**src/rtl/fifo_pkg.sv**
```systemverilog
`default_nettype none
// ============================================================================
// Module      : fifo_pkg
// Description : Shared constants and helper functions for the sync FIFO.
// Revision    : 1.0 - initial release
// ============================================================================
package fifo_pkg;

  localparam int c_MODE_STD  = 0;
  localparam int c_MODE_FWFT = 1;

  function automatic int count_width(input int depth);
    return $clog2(depth + 1);
  endfunction

  // Modulo increment for pointers into a memory of arbitrary (non power-of-2) depth
  function automatic logic [31:0] ptr_inc_mod(input logic [31:0] ptr, input logic [31:0] depth);
    return (ptr == depth - 32'd1) ? 32'd0 : ptr + 32'd1;
  endfunction

endpackage
`default_nettype wire

```
**src/rtl/fifo_regfile.sv**
```systemverilog
`default_nettype none
// ============================================================================
// Module      : fifo_regfile
// Description : WIDTH x DEPTH storage, one synchronous write, one async read.
// Revision    : 1.0 - initial release
// ============================================================================
module fifo_regfile #(
  parameter int WIDTH = 16,
  parameter int DEPTH = 16
) (
  input  logic                     clk,
  input  logic                     i_we,
  input  logic [$clog2(DEPTH)-1:0] i_waddr,
  input  logic [WIDTH-1:0]         i_wdata,
  input  logic [$clog2(DEPTH)-1:0] i_raddr,
  output logic [WIDTH-1:0]         o_rdata
);

  logic [WIDTH-1:0] r_mem [DEPTH];

  always_ff @(posedge clk) begin
    if (i_we) begin
      r_mem[i_waddr] <= i_wdata;
    end
  end

  assign o_rdata = r_mem[i_raddr];

endmodule
`default_nettype wire

```
**src/rtl/fifo_sync_prog.sv**
```systemverilog
`default_nettype none
// ============================================================================
// Module      : fifo_sync_prog
// Description : Single-clock FIFO with count, threshold flags, sticky errors,
//               flush and selectable standard / first-word-fall-through read.
// Revision    : 1.0 - initial release
// ============================================================================
module fifo_sync_prog
  import fifo_pkg::*;
#(
  parameter int WIDTH     = 16,
  parameter int DEPTH     = 16,
  parameter int AF_MARGIN = 2,
  parameter int AE_MARGIN = 2,
  parameter int FWFT      = 0
) (
  input  logic                          clk,
  input  logic                          rst,
  input  logic                          flush,
  input  logic                          push,
  input  logic [WIDTH-1:0]              datain,
  input  logic                          pop,
  output logic [WIDTH-1:0]              dataout,
  output logic [count_width(DEPTH)-1:0] fifo_count,
  output logic                          fifo_empty,
  output logic                          fifo_full,
  output logic                          fifo_almost_empty,
  output logic                          fifo_almost_full,
  input  logic                          err_clr,
  output logic                          fifo_overflow,
  output logic                          fifo_underflow
);

  localparam int c_CNT_W = count_width(DEPTH);
  localparam int c_PTR_W = $clog2(DEPTH);

  logic [c_PTR_W-1:0] r_wr_ptr;
  logic [c_PTR_W-1:0] r_rd_ptr;
  logic [c_CNT_W-1:0] r_count;
  logic               r_overflow;
  logic               r_underflow;
  logic               w_push_ok;
  logic               w_pop_ok;
  logic               w_we;
  logic [WIDTH-1:0]   w_rd_data;

  assign fifo_empty        = (r_count == '0);
  assign fifo_full         = (r_count == c_CNT_W'(DEPTH));
  assign fifo_almost_empty = (r_count <= c_CNT_W'(AE_MARGIN));
  assign fifo_almost_full  = (r_count >= c_CNT_W'(DEPTH - AF_MARGIN));
  assign fifo_count        = r_count;
  assign fifo_overflow     = r_overflow;
  assign fifo_underflow    = r_underflow;

  // A push into a full FIFO is only legal when a pop frees a slot the same cycle
  assign w_pop_ok  = pop & ~fifo_empty;
  assign w_push_ok = push & (~fifo_full | w_pop_ok);
  assign w_we      = w_push_ok & ~flush & ~rst;

  always_ff @(posedge clk) begin
    if (rst || flush) begin
      r_wr_ptr <= '0;
      r_rd_ptr <= '0;
      r_count  <= '0;
    end else begin
      if (w_push_ok) begin
        r_wr_ptr <= c_PTR_W'(ptr_inc_mod(32'(r_wr_ptr), 32'(DEPTH)));
      end
      if (w_pop_ok) begin
        r_rd_ptr <= c_PTR_W'(ptr_inc_mod(32'(r_rd_ptr), 32'(DEPTH)));
      end
      r_count <= r_count + c_CNT_W'(w_push_ok) - c_CNT_W'(w_pop_ok);
    end
  end

  // Error flags survive flush; a fresh error outranks err_clr
  always_ff @(posedge clk) begin
    if (rst) begin
      r_overflow  <= 1'b0;
      r_underflow <= 1'b0;
    end else if (!flush) begin
      r_overflow  <= (push & ~w_push_ok) | (r_overflow & ~err_clr);
      r_underflow <= (pop & ~w_pop_ok) | (r_underflow & ~err_clr);
    end
  end

  fifo_regfile #(
    .WIDTH (WIDTH),
    .DEPTH (DEPTH)
  ) u_regfile (
    .clk     (clk),
    .i_we    (w_we),
    .i_waddr (r_wr_ptr),
    .i_wdata (datain),
    .i_raddr (r_rd_ptr),
    .o_rdata (w_rd_data)
  );

  generate
    if (FWFT == c_MODE_FWFT) begin : g_fwft
      assign dataout = fifo_empty ? '0 : w_rd_data;
    end else begin : g_std
      logic [WIDTH-1:0] r_dataout;
      always_ff @(posedge clk) begin
        if (rst || flush) begin
          r_dataout <= '0;
        end else if (w_pop_ok) begin
          r_dataout <= w_rd_data;
        end
      end
      assign dataout = r_dataout;
    end
  endgenerate

endmodule
`default_nettype wire

```
**config.mk**
```make
export PLATFORM = sky130hd
export DESIGN_NAME = fifo_sync_prog
export DESIGN_NICKNAME = d
export VERILOG_FILES = /design/src/rtl/fifo_pkg.sv /design/src/rtl/fifo_regfile.sv /design/src/rtl/fifo_sync_prog.sv
export SDC_FILE = /design/constraint.sdc
export NUM_CORES = 1
export LEC_CHECK = 0
export ABC_AREA = 1
export CAP_MARGIN = 20
export CORE_ASPECT_RATIO = 1.4
export CORE_MARGIN = 3
export CORE_UTILIZATION = 30
export DETAILED_ROUTE_END_ITERATION = 10
export GPL_TIMING_DRIVEN = 0
export PLACE_DENSITY = 0.56
export SLEW_MARGIN = 40
export SYNTH_ARGS = -nofsm -noshare
export SYNTH_HDL_FRONTEND = slang
export SYNTH_SLANG_ARGS = --single-unit
```
**constraint.sdc**
```tcl
create_clock -name clk -period 2.6 [get_ports clk]
set_input_delay 0.52 -clock clk [delete_from_list [all_inputs] [get_ports clk]]
set_output_delay 0.52 -clock clk [all_outputs]
set_load 0.02 [all_outputs]
```
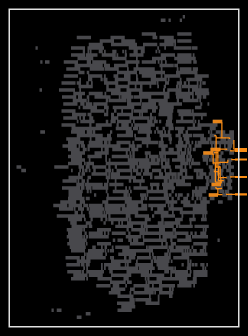
Figure 1: run 1, nets reached from selected ports.
| port | color | bits | direction | end cells | buffers | wire |
|---|---|---|---|---|---|---|
| fifo_count | orange | 5 | output | 5 | 5 | 204 um |

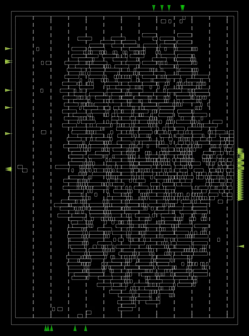
Figure 2: run 1, placed standard cells.
core footprint: 40500 um^2
flip-flops: 287
Filler cells: 4020
Non-Filler Instances: 1825

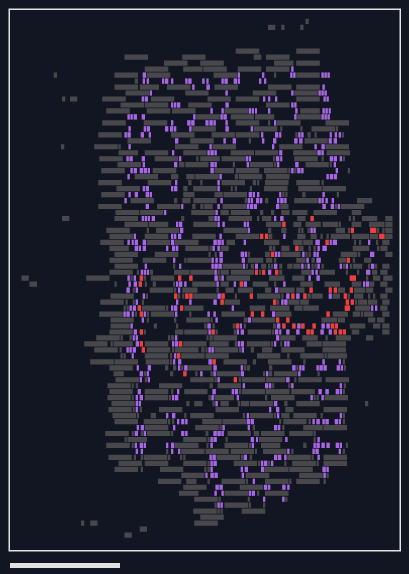
Figure 3: run 1, gate families picked out.
Scale bar: 50 um.
| family | color | cells |
|---|---|---|
| aoi and oai cells | red | 66 |
| nand cells | purple | 518 |

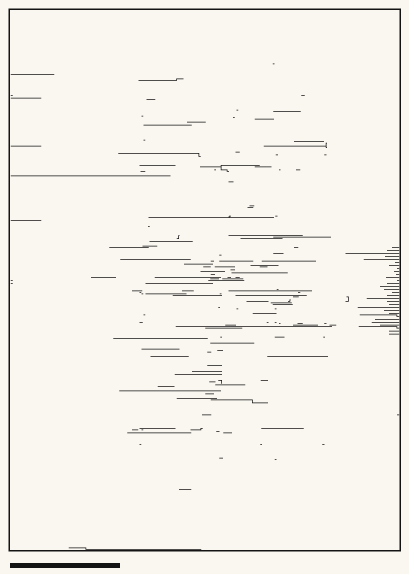
Figure 4: run 1, metal 3.
Scale bar: 50 um.
wire length on this layer: 1770 um
share of all routed wire: 5.1%

==> results.sh, run 1 <==
# flow metrics
export IMPL_outcome="completed"
export IMPL_setup_viol=0
export IMPL_postCtsSetupBuffers=2
export IMPL_powerComb_w=0.00172
export IMPL_grt_util_met2_pct=28.4
export IMPL_synth_top_cell_by_count="nand2_1"
export IMPL_whs_ps=449
export IMPL_tightest_slew_ps=879
export IMPL_top_register="u_regfile.r_mem"
export IMPL_io_pins=49
export IMPL_die_width_um=177
export IMPL_slowest_stage="clkdlybuf4s50_1"
export IMPL_fmax_mhz=396
export IMPL_end_kind="primary output"
export IMPL_fp_dieH_um=246
export IMPL_cts_htree_levels=1
export IMPL_fin_nets=1309
export IMPL_crit_fanout=6
export IMPL_period_minus_slack_ps=2520
export IMPL_wl_met3_um=1770
export IMPL_seq_share_pct=57.2
export IMPL_grt_busiest_layer="met2"
export IMPL_critical_path_buf_inv_count=2
export IMPL_grt_pass1_wl_um=50800
export IMPL_comb_cells=651
export IMPL_drv_cap=0
export IMPL_grtUsageMet3_pct=2.01
export IMPL_synth_cell_area_um2=12300
export IMPL_clockPowerShare_pct=36.0
export IMPL_sh_comb_area_pct=21.3
export IMPL_yosys_stat_area_um2=12300
export IMPL_largest_register_ffs=256
export IMPL_clock_root_buffer="clkbuf_16"
export IMPL_critical_path_top_delay_family="buffers and inverters"
export IMPL_postLayoutCellArea_um2=14500
export IMPL_inv_count=192
export IMPL_drive_gt1_share_pct=10.7
export IMPL_setup_slack_ps=76.6
export IMPL_crit_chain="inv_1, ha_1, a32o_1, clkdlybuf4s50_1"
export IMPL_grt_use_met1_pct=18.3
export IMPL_first_global_vias=8377
export IMPL_cts_buffers=27
export IMPL_n_antenna_cell=1
export IMPL_synth_cell_type_count=27
export IMPL_fp_utilization_pct=30.5
export IMPL_lay_top_cells="nand2_1, edfxtp_1, inv_1, nand3_1, buf_2"
export IMPL_clock_area_share_pct=5.84
export IMPL_crit_type="reg -> out"
export IMPL_seqPwrFrac_pct=47.9
export IMPL_p_sw_share_pct=26.9
export IMPL_powerSeq_w=0.00515
export IMPL_async_flop_share_pct=0
export IMPL_yosys_cells=1184
export IMPL_n_clock_buffer=36
export IMPL_buf_share_pct=6.06
export IMPL_powerDensity_nw_per_um2=739
export IMPL_edf_count=256
export IMPL_clk_latency_ps=550
export IMPL_ys_top_cells_by_count="nand2_1, edfxtp_1, inv_1"
export IMPL_dr_wl_met2_um=17700
export IMPL_wl_um=34300
export IMPL_chipArea_um2=43600
export IMPL_maxPowerGroup="sequential cells"
export IMPL_p_leak_nw=5.80
export IMPL_grt_overflow=0
export IMPL_rsz0062_at_grt="false"
export IMPL_power_clock_w=0.00387
export IMPL_max_stage_delay_ps=530
export IMPL_taps=534
export IMPL_yosys_warnings=0
export IMPL_top_area_cell="edfxtp_1"
export IMPL_top_cell_area_share_pct=62.3
export IMPL_mappedNetlistNets=1222
export IMPL_warnings=34
-- run 1: path summary, 6_finish.rpt --
kind                               startpoint                          endpoint  slack (ps)  depth (start not counted)
setup / recovery     fifo_count[1]$_SDFF_PP0_                 fifo_almost_empty          80                          4
hold / removal                      datain[1]  u_regfile.r_mem[15][1]$_DFFE_PP_         450                          1
setup reg to reg     fifo_count[3]$_SDFF_PP0_          fifo_count[4]$_SDFF_PP0_         140                         13
hold reg to reg   fifo_underflow$_SDFFE_PP0N_       fifo_underflow$_SDFFE_PP0N_         470                          2
-- run 1: cells by family after synthesis --
family                     synth area share [%]
AOI/OAI and AO/OA                          2.83
xor gates and xnor gates                  0.142
adders and majority gates                  1.68
buffers and inverters                      8.73
DFF                                        67.4
and+or+nand+nor                            19.2
Figure 5. Local utilization (run 1).
The die is cut into 18 by 25 equal tiles; black is low, pale yellow is high, 0 to 100% covered.
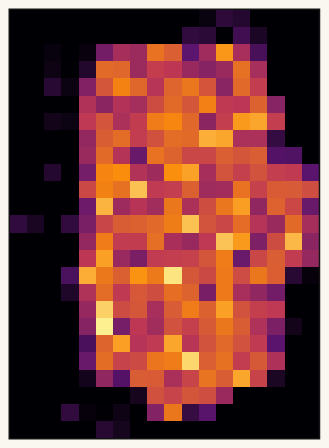

==> run 1 -> run 2 <==
- SKIP_LAST_GASP: default -> 1
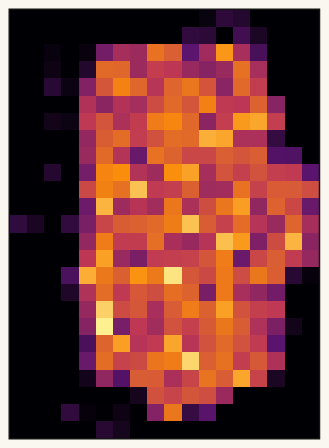
Figure 6: run 2, local utilization.
The die is cut into 18 by 25 equal tiles; black is low, pale yellow is high, 0 to 100% covered.
fullest tile: 97%
densest ninth of the die: middle
nearly empty tiles: 37%
tiles over 75% full: 5.8%
mean over tiles: 32%

==> run 2 against run 1 <==
  * Clock skew is 0.98 ps higher
  * Clock power hardly changed
  * Sequential power hardly changed
  * First-iteration DRC count is 13% higher
  * Hold slack better by 5.1 ps
  * Maximum frequency hardly changed
  * Design area hardly changed
  * Count of clock-buffer cells in the layout stayed put
  * Critical path depth stayed put
  * Non-clock buffer count stayed put
==> results.sh, run 2 <==
# flow metrics
export IMPL_postLayoutCellArea_um2=14500
export IMPL_hp_start="datain[1]"
export IMPL_grt_max_degree=19
export IMPL_clock_root_buffer="clkbuf_16"
export IMPL_setup_viol=0
export IMPL_yosys_cells=1184
export IMPL_powerComb_w=0.00172
export IMPL_synth_adder_area_share_pct=1.68
export IMPL_antenna_found_initial=1
export IMPL_max_stage_delay_ps=530
export IMPL_area_delta_synth_final_pct=17.8
export IMPL_timing_rr_start="fifo_count[2]$_SDFF_PP0_"
export IMPL_io_pins=49
export IMPL_wl_met3_um=1670
export IMPL_core_um2=40500
export IMPL_slew_headroom_pct=44.3
export IMPL_fin_crit_sh_pct=97.1
export IMPL_critical_path_buf_inv_count=2
export IMPL_place_hpwl_um=23300
export IMPL_fp_dieH_um=246
export IMPL_p_sw_share_pct=26.8
export IMPL_routed_top_layer="met4"
export IMPL_first_global_vias=8377
export IMPL_gp_congestion=0.865
export IMPL_start_kind="flip-flop"
export IMPL_ys_flop_type="edfxtp_1"
export IMPL_slowest_stage="clkdlybuf4s50_1"
export IMPL_edf_count=256
export IMPL_grt_usage_pct=15.7
export IMPL_worstRegToRegCells=13
export IMPL_synth_cell_area_um2=12300
export IMPL_lay_top_cells="nand2_1, edfxtp_1, inv_1, nand3_1, buf_2"
export IMPL_p_switching_w=0.00288
export IMPL_cts_htree_levels=1
export IMPL_top_cells_by_area="edfxtp_1, nand2_1, nand3_1"
export IMPL_mux_area_share_pct=0
export IMPL_total_power_w=0.0107
export IMPL_clk_latency_ps=540
export IMPL_warnings=35
export IMPL_ys_sh_aoi_pct=2.83
export IMPL_finClkSkew_ps=13.3
export IMPL_fp_utilization_pct=30.5
export IMPL_synth_area_per_cell_um2=10.4
export IMPL_powerSeq_w=0.00515
export IMPL_clock_path_buffers=3
export IMPL_critical_path_top_delay_family="buffers and inverters"
export IMPL_fin_cells=1825
export IMPL_dr_pass1_iters=6
export IMPL_chipArea_um2=43600
export IMPL_period_minus_slack_ps=2520
export IMPL_avgRoutedWirePerCell_um=18.8
export IMPL_r2r_end="fifo_count[4]$_SDFF_PP0_"
export IMPL_holdPathEnd="u_regfile.r_mem[15][1]$_DFFE_PP_"
export IMPL_antenna_left=0
export IMPL_ys_top_cells_by_count="nand2_1, edfxtp_1, inv_1"
export IMPL_drc=0
export IMPL_mappedNetlistNets=1222
export IMPL_grt_use_met1_pct=18.3
export IMPL_clockPowerShare_pct=36.0
export IMPL_preCtsSetupSlack_ps=-809
export IMPL_die_width_um=177
export IMPL_seqPwrFrac_pct=48.0
export IMPL_power_clock_w=0.00386
export IMPL_synth_cell_type_count=27
export IMPL_place_area_um2=13600
export IMPL_crit_chain="inv_1, ha_1, a32o_1, clkdlybuf4s50_1"
export IMPL_grt_pass1_wl_um=50800
export IMPL_grt_util_met2_pct=28.4
export IMPL_lay_top_count="nand2_1"
export IMPL_ys_sh_xor_pct=0.142
export IMPL_io_buffers=48
export IMPL_crit_start="fifo_count[1]$_SDFF_PP0_"
export IMPL_crit_fanout=6
export IMPL_cts_buffers=27
export IMPL_drive_gt1_share_pct=10.5
export IMPL_cts_tree="done"
export IMPL_largest_register_ffs=256
export IMPL_top_area_cell="edfxtp_1"
export IMPL_rsz0062_at_grt="true"
export IMPL_dp_cells=1774
export IMPL_grt_overflow=0
export IMPL_hold_depth=1
export IMPL_cts_sinks=287
export IMPL_intPower_w=0.00785
export IMPL_ctsResizeCount=6
export IMPL_worstPathRequired_ps=2080
export IMPL_postCtsHoldBufs=0
export IMPL_top_cell_area_share_pct=62.3
export IMPL_postCtsSetupBuffers=2
export IMPL_async_flop_share_pct=0
export IMPL_synthTopLogicFamily="simple AND/OR/NAND/NOR gates"
export IMPL_powerDensity_nw_per_um2=738
export IMPL_crit_type="reg -> out"
export IMPL_grt_busiest_layer="met2"
export IMPL_simple_gate_area_share_pct=19.2
export IMPL_tightest_slew_ps=832
export IMPL_whs_ps=455
export IMPL_ys_ff=287
export IMPL_maxPowerGroup="sequential cells"
export IMPL_reg2reg_slack_ps=120
export IMPL_wl_um=34200
export IMPL_grtUsageMet3_pct=2.01
export IMPL_drv_cap=0
export IMPL_fin_nets=1309
export IMPL_end_kind="primary output"
export IMPL_top_register="u_regfile.r_mem"
export IMPL_fmax_mhz=396
export IMPL_yosysSeqAreaShare_pct=67.4
export IMPL_synth_top_cell_by_count="nand2_1"
export IMPL_setup_slack_ps=76.2
export IMPL_outcome="completed"
export IMPL_yosys_warnings=0
export IMPL_hold_path_class="in -> reg"
export IMPL_yosys_stat_area_um2=12300
export IMPL_p_leak_nw=5.81
export IMPL_dr_wl_met2_um=17600
==> run 2: worst max path at each step <==
stage | slack (ps) | cells after the start | to
CTS | 10 | 13 | fifo_count[4]$_SDFF_PP0_
global placement | -1960 | 6 | u_regfile.r_mem[3][8]$_DFFE_PP_
floorplan | -320 | 9 | u_regfile.r_mem[3][0]$_DFFE_PP_
detailed placement | -810 | 8 | u_regfile.r_mem[11][12]$_DFFE_PP_
finish | 80 | 4 | fifo_almost_empty
global route | -30 | 13 | fifo_count[4]$_SDFF_PP0_
==> run 2: cell type report <==
cell class	count	area, um^2
inverters	192	726
flip-flops and latches	287	8310
clock inverters	12	109
clock buffers	36	739
well taps	534	668
multi-input cells	651	3090
fillers	4020	26000
plain buffers	53	348
diodes	1	2.50
repair buffers	59	533
Figure 7. Placed standard cells (run 2).
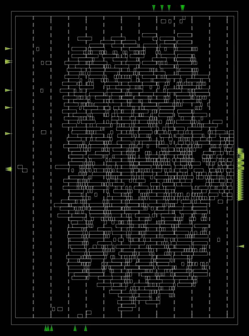

==> run 2 -> run 3 <==
- SLEW_MARGIN: 40 -> default
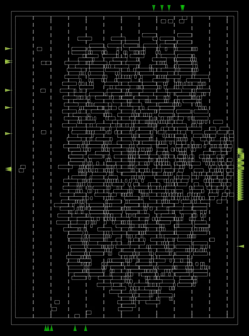
Figure 8: run 3, placed standard cells.
Tap Count: 534
Site Rows: 87
final core utilization: 36.1%
Filler cells: 4022
Non-Filler Instances: 1826

==> run 3 against run 2 <==
  * Sequential power hardly changed
  * Clock skew shrank 5.4 ps
  * Setup slack worse by 3.5 ps
  * Combinational power is essentially flat
  * First-iteration DRC count fell by 18%
  * Synthesized area did not move
  * Power increased by 0.31%
  * Core utilization grew 0.22 points
  * Hold slack better by 24 ps
  * Non-clock buffer count up 2
  * Synthesized cell count did not move
  * Clock power up 1%
  * Critical path type is now reg -> reg
  * Critical endpoint is now fifo_count[4]$_SDFF_PP0_
  * Largest cell class unchanged
==> results.sh, run 3 <==
# flow metrics
export IMPL_clk_latency_ps=540
export IMPL_critical_path_buf_inv_count=3
export IMPL_top_cell_area_share_pct=62.3
export IMPL_grt_max_degree=19
export IMPL_area_delta_synth_final_pct=18.5
export IMPL_routed_top_layer="met4"
export IMPL_holdPathEnd="fifo_overflow$_SDFFE_PP0N_"
export IMPL_n_antenna_cell=1
export IMPL_top_register="u_regfile.r_mem"
export IMPL_setup_slack_ps=72.7
export IMPL_preCtsSetupSlack_ps=-885
export IMPL_place_hpwl_um=23300
export IMPL_dr_pass1_iters=5
export IMPL_async_flop_share_pct=0
export IMPL_largest_register_ffs=256
export IMPL_cts_htree_levels=1
export IMPL_outcome="completed"
export IMPL_wl_um=34200
export IMPL_arrival_ps=2950
export IMPL_synth_area_per_cell_um2=10.4
export IMPL_reg2reg_slack_ps=70
export IMPL_whs_ps=478
export IMPL_hold_violations=0
export IMPL_cp_common_cell="ha_1"
export IMPL_grt_overflow=0
export IMPL_lay_top_cells="nand2_1, edfxtp_1, inv_1, nand3_1, clkdlybuf4s50_1"
export IMPL_finClkSkew_ps=7.89
export IMPL_yosys_cells=1184
export IMPL_io_pins=49
export IMPL_end_kind="flip-flop"
export IMPL_grtUsageMet3_pct=1.93
export IMPL_lay_top_count="nand2_1"
export IMPL_synth_adder_area_share_pct=1.68
export IMPL_max_stage_delay_ps=360
export IMPL_top_cells_by_area="edfxtp_1, nand2_1, nand3_1"
export IMPL_postCtsSetupBuffers=2
export IMPL_drv_slew=0
export IMPL_clock_path_buffers=3
export IMPL_antenna_found_initial=1
export IMPL_mappedNetlistNets=1222
export IMPL_ff_latch_area_um2=8310
export IMPL_ys_sh_xor_pct=0.142
export IMPL_setup_viol=0
export IMPL_postCtsHoldBufs=0
export IMPL_wl_met1_um=13100
export IMPL_drv_cap=0
export IMPL_cts_buffers=27
export IMPL_wl_met3_um=1920
export IMPL_dp_cells=1777
export IMPL_total_power_w=0.0108
export IMPL_synth_cell_area_um2=12300
export IMPL_warnings=35
export IMPL_drc=0
export IMPL_first_global_vias=8490
export IMPL_vias=8448
export IMPL_grt_busiest_layer="met2"
export IMPL_clock_area_share_pct=5.88
export IMPL_place_area_um2=13700
export IMPL_hp_start="fifo_overflow$_SDFFE_PP0N_"
export IMPL_slew_headroom_pct=37.6
export IMPL_powerDensity_nw_per_um2=736
export IMPL_rsz0062_at_grt="true"
export IMPL_worstPathRequired_ps=3020
export IMPL_routed_via_density=4.63
export IMPL_critical_path_depth=13
export IMPL_grt_util_met2_pct=28.9
export IMPL_r2r_end="fifo_count[4]$_SDFF_PP0_"
export IMPL_yosysSeqAreaShare_pct=67.4
export IMPL_inv_count=192
export IMPL_tightest_slew_ps=934
export IMPL_logic_area_um2=3060
export IMPL_seq_share_pct=56.9
export IMPL_cts_clk_slew_worst_paths_ps=60
export IMPL_yosys_warnings=0
export IMPL_synthCells=1184
export IMPL_slowest_stage="fa_2"
export IMPL_antenna_left=0
export IMPL_ys_flop_type="edfxtp_1"
export IMPL_crit_fanout=18
export IMPL_synth_cell_type_count=27
export IMPL_crit_type="reg -> reg"
export IMPL_core_um2=40500
export IMPL_fmax_mhz=396
export IMPL_cts_sinks=287
export IMPL_cts_tree="done"
export IMPL_crit_start="fifo_count[2]$_SDFF_PP0_"
export IMPL_period_minus_slack_ps=2530
export IMPL_largest_cell_class="flip-flops and latches"
export IMPL_fin_crit_sh_pct=97.2
export IMPL_chipArea_um2=43600
export IMPL_worstRegToRegCells=13
export IMPL_top_area_cell="edfxtp_1"
export IMPL_grt_use_met1_pct=18.2
export IMPL_ctsResizeCount=10
export IMPL_fp_dieH_um=246
export IMPL_dr_wl_met2_um=17600
export IMPL_p_leak_nw=5.80
export IMPL_critical_path_endpoint="fifo_count[4]$_SDFF_PP0_"
export IMPL_yosys_stat_area_um2=12300
export IMPL_mux_area_share_pct=0
export IMPL_hold_path_class="reg -> reg"
export IMPL_ys_top_cells_by_count="nand2_1, edfxtp_1, inv_1"
export IMPL_n_all_buffers=114
export IMPL_tns_ps=0
export IMPL_ys_ff=287
export IMPL_timing_rr_start="fifo_count[2]$_SDFF_PP0_"
export IMPL_fin_nets=1311
export IMPL_fp_utilization_pct=30.5
export IMPL_n_clock_buffer=34
export IMPL_ys_sh_aoi_pct=2.83
export IMPL_hold_depth=2
export IMPL_clock_root_buffer="clkbuf_16"
export IMPL_die_width_um=177
export IMPL_edf_count=256
export IMPL_vdd_drop_max_mv=0.485
export IMPL_buf_share_pct=6.76
export IMPL_grt_usage_pct=15.7
export IMPL_crit_chain="inv_1, ha_1, nand3_1, nand2_2, inv_4, ha_1, inv_1, ha_1, fa_2, a21oi_1, o21bai_1, o21ai_0, a21oi_1"
export IMPL_sh_comb_area_pct=20.9
export IMPL_synthTopLogicFamily="simple AND/OR/NAND/NOR gates"
export IMPL_seq_cells=287
export IMPL_synth_top_cell_by_count="nand2_1"
export IMPL_gp_congestion=0.865
export IMPL_postLayoutCellArea_um2=14600
export IMPL_io_buffers=48
export IMPL_comb_cells=651
export IMPL_critical_path_top_delay_family="adder cells"
export IMPL_simple_gate_area_share_pct=19.2
export IMPL_drive_gt1_share_pct=9.91
export IMPL_avgRoutedWirePerCell_um=18.7
export IMPL_grt_pass1_wl_um=50900
export IMPL_start_kind="flip-flop"
-- run 3: cell types whose count changed in the layout (fill, tap and decap cells not counted), sizes merged --
cell,before,now
buf,66,60
bufinv,2,3
clkbuf,42,40
clkdlybuf4s50,39,47
-- run 3: kinds of logic (layout without fill, tap and decap cells) --
| family | count (synthesis) | count (layout) |
|---|---|---|
| compound gates | 67 | 67 |
| xor+xnor | 2 | 2 |
| flops | 287 | 287 |
| fa+ha+maj | 16 | 16 |
| buf+inv | 246 | 353 |
| other cells | 0 | 1 |
| simple gates | 566 | 566 |
-- run 3: power breakdown --
part / leakage (nW) / internal (W) / switching, W
combinational: 2.82 / 0.000571 / 0.00113
sequential: 2.56 / 0.00509 / 0.0000586
clock: 0.421 / 0.00225 / 0.00165
total: 5.80 / 0.00791 / 0.00285
Power figures rest on the tool's default switching activity, not on a simulated workload.
